`src/rtl/countdown_timer.sv`:
```
// countdown_timer: loadable down-counter used as a timeout/interval source.
//
// A start value is accepted over a valid/ready load port while idle. The count then
// decrements on every enabled cycle; when it expires the block spends exactly one cycle
// in DONE, raising a one-cycle done pulse and bumping a wrapping expirations counter.
// A zero load goes straight to DONE. abort cancels a run without a done pulse.
//
// Optional feature (macro COUNTDOWN_TIMER_AUTO_RELOAD_EN): when defined, DONE reloads the
// last accepted start value and re-enters RUN, unless that value is 0 or abort is high.
// This gives a periodic done pulse every reload+1 enabled cycles.
//
// Ports:
//   clk          in   clock, rising edge
//   reset        in   asynchronous, active-high reset
//   load_valid   in   load request
//   load_ready   out  load may be accepted this cycle (combinational: idle and no abort)
//   load_value   in   start value, sampled on accept
//   enable       in   decrement qualifier while running
//   abort        in   synchronous cancel
//   count        out  remaining count (registered)
//   busy         out  state != IDLE (registered)
//   done         out  one-cycle expiry pulse (registered)
//   expirations  out  number of done pulses, wraps (registered)
module countdown_timer #(
  parameter int unsigned WIDTH = 8,
  parameter int unsigned EXP_W = 8
) (
  input  logic             clk,
  input  logic             reset,
  input  logic             load_valid,
  output logic             load_ready,
  input  logic [WIDTH-1:0] load_value,
  input  logic             enable,
  input  logic             abort,
  output logic [WIDTH-1:0] count,
  output logic             busy,
  output logic             done,
  output logic [EXP_W-1:0] expirations
);

  typedef enum logic [1:0] {StIdle, StRun, StDone} state_e;

  state_e           state_q, state_d;
  logic [WIDTH-1:0] count_q, count_d;
  logic [EXP_W-1:0] exp_q, exp_d;
  logic             accept;

`ifdef COUNTDOWN_TIMER_AUTO_RELOAD_EN
  logic [WIDTH-1:0] reload_q, reload_d;
`endif

  assign load_ready = (state_q == StIdle) & ~abort;
  assign accept     = load_valid & load_ready;

  always_comb begin
    state_d = state_q;
    count_d = count_q;
    exp_d   = exp_q;
`ifdef COUNTDOWN_TIMER_AUTO_RELOAD_EN
    reload_d = reload_q;
`endif
    unique case (state_q)
      StIdle: begin
        if (accept) begin
          count_d = load_value;
`ifdef COUNTDOWN_TIMER_AUTO_RELOAD_EN
          reload_d = load_value;
`endif
          // A zero load expires immediately: straight to the done cycle.
          state_d = (load_value != '0) ? StRun : StDone;
        end
      end
      StRun: begin
        if (abort) begin
          count_d = '0;
          state_d = StIdle;
        end else if (enable) begin
          if (count_q == WIDTH'(1)) begin
            count_d = '0;
            state_d = StDone;
          end else if (count_q != '0) begin
            count_d = count_q - WIDTH'(1);
          end
        end
      end
      StDone: begin
        // The pulse and the increment happen even if abort is high this cycle.
        exp_d   = exp_q + EXP_W'(1);
        count_d = '0;
        state_d = StIdle;
`ifdef COUNTDOWN_TIMER_AUTO_RELOAD_EN
        if ((reload_q != '0) && !abort) begin
          count_d = reload_q;
          state_d = StRun;
        end
`endif
      end
      default: begin
        count_d = '0;
        state_d = StIdle;
      end
    endcase
  end

  always_ff @(posedge clk or posedge reset) begin
    if (reset) begin
      state_q <= StIdle;
      count_q <= '0;
      exp_q   <= '0;
    end else begin
      state_q <= state_d;
      count_q <= count_d;
      exp_q   <= exp_d;
    end
  end

`ifdef COUNTDOWN_TIMER_AUTO_RELOAD_EN
  always_ff @(posedge clk or posedge reset) begin
    if (reset) begin
      reload_q <= '0;
    end else begin
      reload_q <= reload_d;
    end
  end
`endif

  // Flags decode straight from the state register, so they carry no input paths.
  assign count       = count_q;
  assign busy        = (state_q != StIdle);
  assign done        = (state_q == StDone);
  assign expirations = exp_q;

endmodule

```
`config.mk`:
```
export PLATFORM = sky130hd
export DESIGN_NAME = countdown_timer
export DESIGN_NICKNAME = d
export VERILOG_FILES = /design/src/rtl/countdown_timer.sv
export SDC_FILE = /design/constraint.sdc
export NUM_CORES = 1
export LEC_CHECK = 0
export ABC_AREA = 1
export CAP_MARGIN = 20
export CORE_MARGIN = 2
export CORE_UTILIZATION = 47
export DETAILED_ROUTE_END_ITERATION = 10
export MAX_ROUTING_LAYER = met4
export PLACE_DENSITY = 0.87
export REMOVE_ABC_BUFFERS = 1
export SLEW_MARGIN = 0
export SYNTH_ARGS = -nofsm -noshare
export SYNTH_HDL_FRONTEND = slang
export SYNTH_SLANG_ARGS = --single-unit
export TNS_END_PERCENT = 20
```
`constraint.sdc`:
```
create_clock -name clk -period 2 [get_ports clk]
set_input_delay 0.4 -clock clk [delete_from_list [all_inputs] [get_ports clk]]
set_output_delay 0.4 -clock clk [all_outputs]
set_load 0.005 [all_outputs]
```
==> run_1/logic_types.png <==
The bar under the picture is 20 um long.
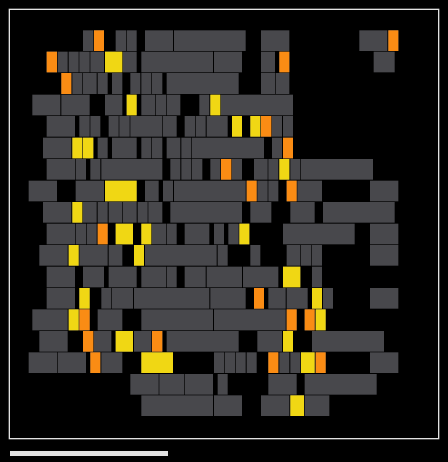
inv cells -> orange  # cells 20
nor cells -> yellow  # cells 25

==> run_1/wires.png <==
The bar under the picture is 20 um long.
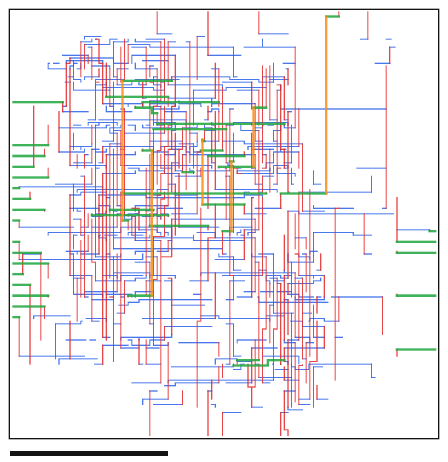
metal 3 -> green  # wire length 207 um
metal 1 -> blue  # wire length 1,150 um
metal 4 -> orange  # wire length 83.0 um
metal 2 -> red  # wire length 1,420 um

==> run notes, run 1 <==
- relative contribution of the clock network to total power: 8.6%
- final clock period utilization by the worst path: 93.36%
- status: complete, no violations
- non-clock buffer share of cell area: 21.41%
- worst hold-check path type: input port to async pin
- Dominant combinational family: simple AND/OR/NAND/NOR gates
- ranking of synthesized cells by instance count: sky130_fd_sc_hd__nand2_1 (61), sky130_fd_sc_hd__inv_1 (20), sky130_fd_sc_hd__dfrtp_1 (18), sky130_fd_sc_hd__nor2_1 (18), sky130_fd_sc_hd__nand3_1 (14)
- layout clock buffer count: 3
- clock transition at the register clock pins on the worst setup and hold paths after CTS: 0.10 ns
- number of inserted filler cells in the final layout: 213
- Die Footprint: 0.002936 mm2
- routed wl met2: 1.423 mm
- Peak supply drop: 749.5 uV
- Crit. path cell count: 2
- sort of element at the end of the critical path: output pin
- final weighted congestion in routability-driven placement: 0.9596
- inserted tap cell count: 30
- post-detailed-routing wire length: 2.859 mm
- Insertion Delay late pin: 0.29 ns
- total power divided by cell area: 1324 mW/mm2
- pin count of the biggest net entering global routing: 19
- sequential share of power: 31.9%
- placed inst area: 0.001538 mm2
- floorplan die width: 54.19 um
- routed wl met3: 206 um
- yosys xor share: 4.440%
- Rel. slew slack: 70.64%
- design area: 0.001567 mm2
- Fin Setup TNS: 0 ns
- number of H-tree levels: 1
- routing layer with the top usage in global route: met2
- Detail Route Antenna Nets: 0
- buffer count from post-CTS setup fixing: 0
- flip-flops with a built-in enable: 0
- Ant. Diodes: 0
- sequential fraction of total cell area: 28.83%
- GR Util met2: 37.95%
- most popular library cell in the synthesized design by count: sky130_fd_sc_hd__nand2_1
- family with the most delay on the worst path: buffers and inverters
- DRC marker count from the first detailed-route iteration: 44
- dominant kind of cell by area: logic gates
- internal cell power: 1094 uW
- detailed-placement wirelength estimate: 2.283 mm
- leading area contributor after synthesis: sky130_fd_sc_hd__dfrtp_1
- sequential cell area fraction in the yosys report: 38.05%
- Buffers, non-clock: 34
- buffers added on ports: 31
- logic area: 644.4 um2
==> run_1/placement.png <==
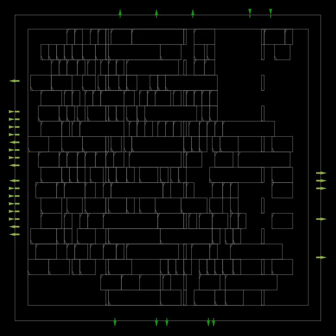
non-filler instance count after layout: 231
end-of-flow core utilization: 64.40%
flop count: 18
Core Footprint: 0.002432 mm2
standard-cell rows: 18

==> run_1/flops_by_reg.png <==
The bar under the picture is 20 um long. Other sequential cells in the stronger grey, the rest of the logic in the fainter grey.
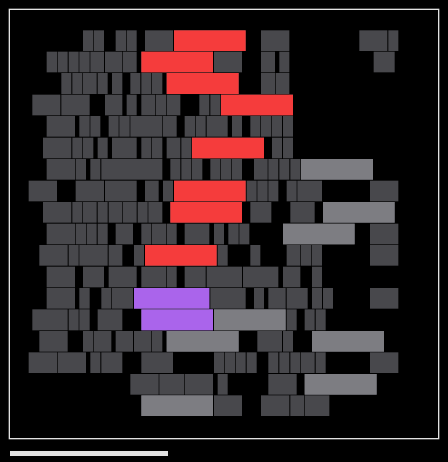
count -> red  # flops 8
state_q -> purple  # flops 2
not coloured = 8
Sequential Area: 451.7 um2
reported sequential group power: 663 uW

==> run_1/placement_by_type.png <==
The bar under the picture is 20 um long. Fill, decap, tap and diode cells in grey.
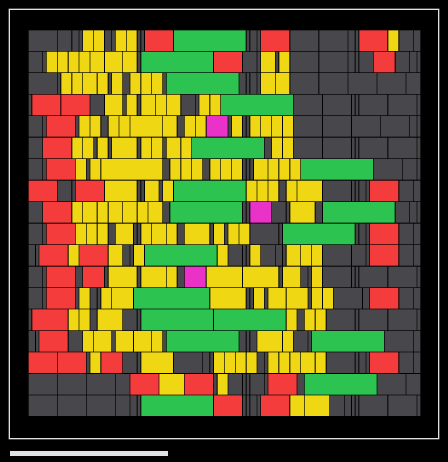

==> inputs of run 2 (changes only) <==
--- a/config.mk
+++ b/config.mk
@@ -8,12 +8,12 @@
 export ABC_AREA = 1
 export CAP_MARGIN = 20
 export CORE_MARGIN = 2
-export CORE_UTILIZATION = 47
+export CORE_UTILIZATION = 50
 export DETAILED_ROUTE_END_ITERATION = 10
 export MAX_ROUTING_LAYER = met4
-export PLACE_DENSITY = 0.87
+export PLACE_DENSITY = 0.91
 export REMOVE_ABC_BUFFERS = 1
-export SLEW_MARGIN = 0
+export SLEW_MARGIN = 20
 export SYNTH_ARGS = -nofsm -noshare
 export SYNTH_HDL_FRONTEND = slang
 export SYNTH_SLANG_ARGS = --single-unit
==> run_2/placement_by_type.png <==
The bar under the picture is 20 um long. Fill, decap, tap and diode cells in grey.
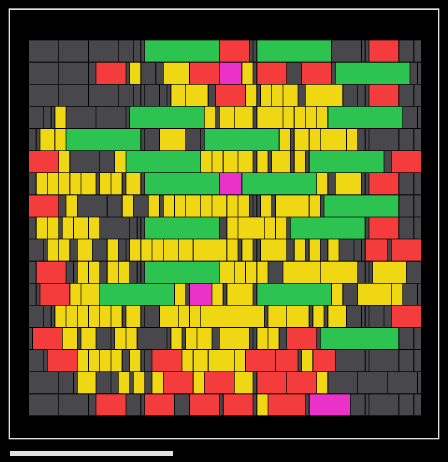
remaining buffers and delay cells -> red  # cells 34
sequential cells -> green  # cells 18
combinational and other logic -> yellow  # cells 146
clock drivers and dummy loads -> magenta  # cells 4

==> run 2 against run 1 <==
Compared with the run above:
- sequential power about the same
- power up 3.4%
- register-to-register slack about the same
- utilization up 6.6 points
- hold slack better by 0.074 ns
- critical path depth up 1
- combinational power about the same
- sequential cell count unchanged
- largest power group unchanged
==> run notes, run 2 <==
- status: complete, no violations
- sequential fraction of total cell area: 28.49%, -0.34 points
- logic area: 651.9 um2, +1.2%
- non-filler instance count after layout: 230, -0.43%
- layout clock buffer count: 4, +1
- routed wl met2: 1.434 mm, +0.77%
- Core Footprint: 0.002233 mm2, -8.2%
- relative contribution of the clock network to total power: 10.7%, +2.1 points
- clock transition at the register clock pins on the worst setup and hold paths after CTS: 0.11 ns, about the same
- buffer count from post-CTS setup fixing: 1, +1
- reported sequential group power: 661 uW, about the same
- type of origin of the critical path: flip-flop
- floorplan die width: 52.66 um, -2.8%
- routing layer with the top usage in global route: met2
- standard-cell rows: 17, -1
- final clock period utilization by the worst path: 95.00%, +1.6 points
- family with the most delay on the worst path: buffers and inverters
- internal cell power: 1150 uW, +5.1%
- library cell contributing the largest single delay on the critical path: sky130_fd_sc_hd__clkdlybuf4s50_1
- end-of-flow core utilization: 70.98%, +6.6 points
- Detail Route Antenna Nets: 0, unchanged
- design area: 0.001585 mm2, +1.2%
- Crit. path cell count: 3, +1
- Dominant combinational family: simple AND/OR/NAND/NOR gates
- Rel. slew slack: 54.88%, -16 points
- inserted tap cell count: 28, -6.7%
- Hold Fails Final Rpt: 0
- comb pwr: 1250 uW
- number of H-tree levels: 1, unchanged
- Peak supply drop: 1076 uV, +44%
- routed wl met3: 154 um, -25%
- most popular library cell in the synthesized design by count: sky130_fd_sc_hd__nand2_1
- leading area contributor after synthesis: sky130_fd_sc_hd__dfrtp_1
- Buffers, non-clock: 34, unchanged
- dominant kind of cell by area: logic gates
- Ant. Diodes: 0, unchanged
- non-clock buffer share of cell area: 21.15%, -0.25 points
- ranking of synthesized cells by instance count: sky130_fd_sc_hd__nand2_1 (61), sky130_fd_sc_hd__inv_1 (20), sky130_fd_sc_hd__dfrtp_1 (18), sky130_fd_sc_hd__nor2_1 (18), sky130_fd_sc_hd__nand3_1 (14)
- switching share of power: 46.40%
- Top cell excl fill/tap: sky130_fd_sc_hd__nand2_1
- worst hold-check path type: input port to async pin
- sequential share of power: 30.8%, -1.1 points
- pin count of the biggest net entering global routing: 19, unchanged
- Switch Pwr: 995.2 uW
- Max Cap Violations: 0
- sequential cell area fraction in the yosys report: 38.05%, unchanged
- buffers added on ports: 31, unchanged
- Top Layout Cells: sky130_fd_sc_hd__nand2_1 (61), sky130_fd_sc_hd__clkdlybuf4s50_1 (30), sky130_fd_sc_hd__inv_1 (20)
- flip-flops with a built-in enable: 0, unchanged
- Sequential Area: 451.7 um2, unchanged
- GR Util met2: 39.58%, +1.6 points
- count of final max-slew check failures: 0
- DRC marker count from the first detailed-route iteration: 26, -41%
- Die Footprint: 0.002773 mm2, -5.6%
- Post-CTS Hold Fix Bufs: 0
- timing-limited maximum frequency: 526.3 MHz
- flop count: 18, unchanged
- final weighted congestion in routability-driven placement: 0.9415, -1.9%
- yosys xor share: 4.440%, unchanged
- Fin Setup TNS: 0 ns, unchanged
- detailed-placement wirelength estimate: 2.262 mm, -0.93%
- post-detailed-routing wire length: 2.902 mm, +1.5%
Power and IR drop assume default switching activity.
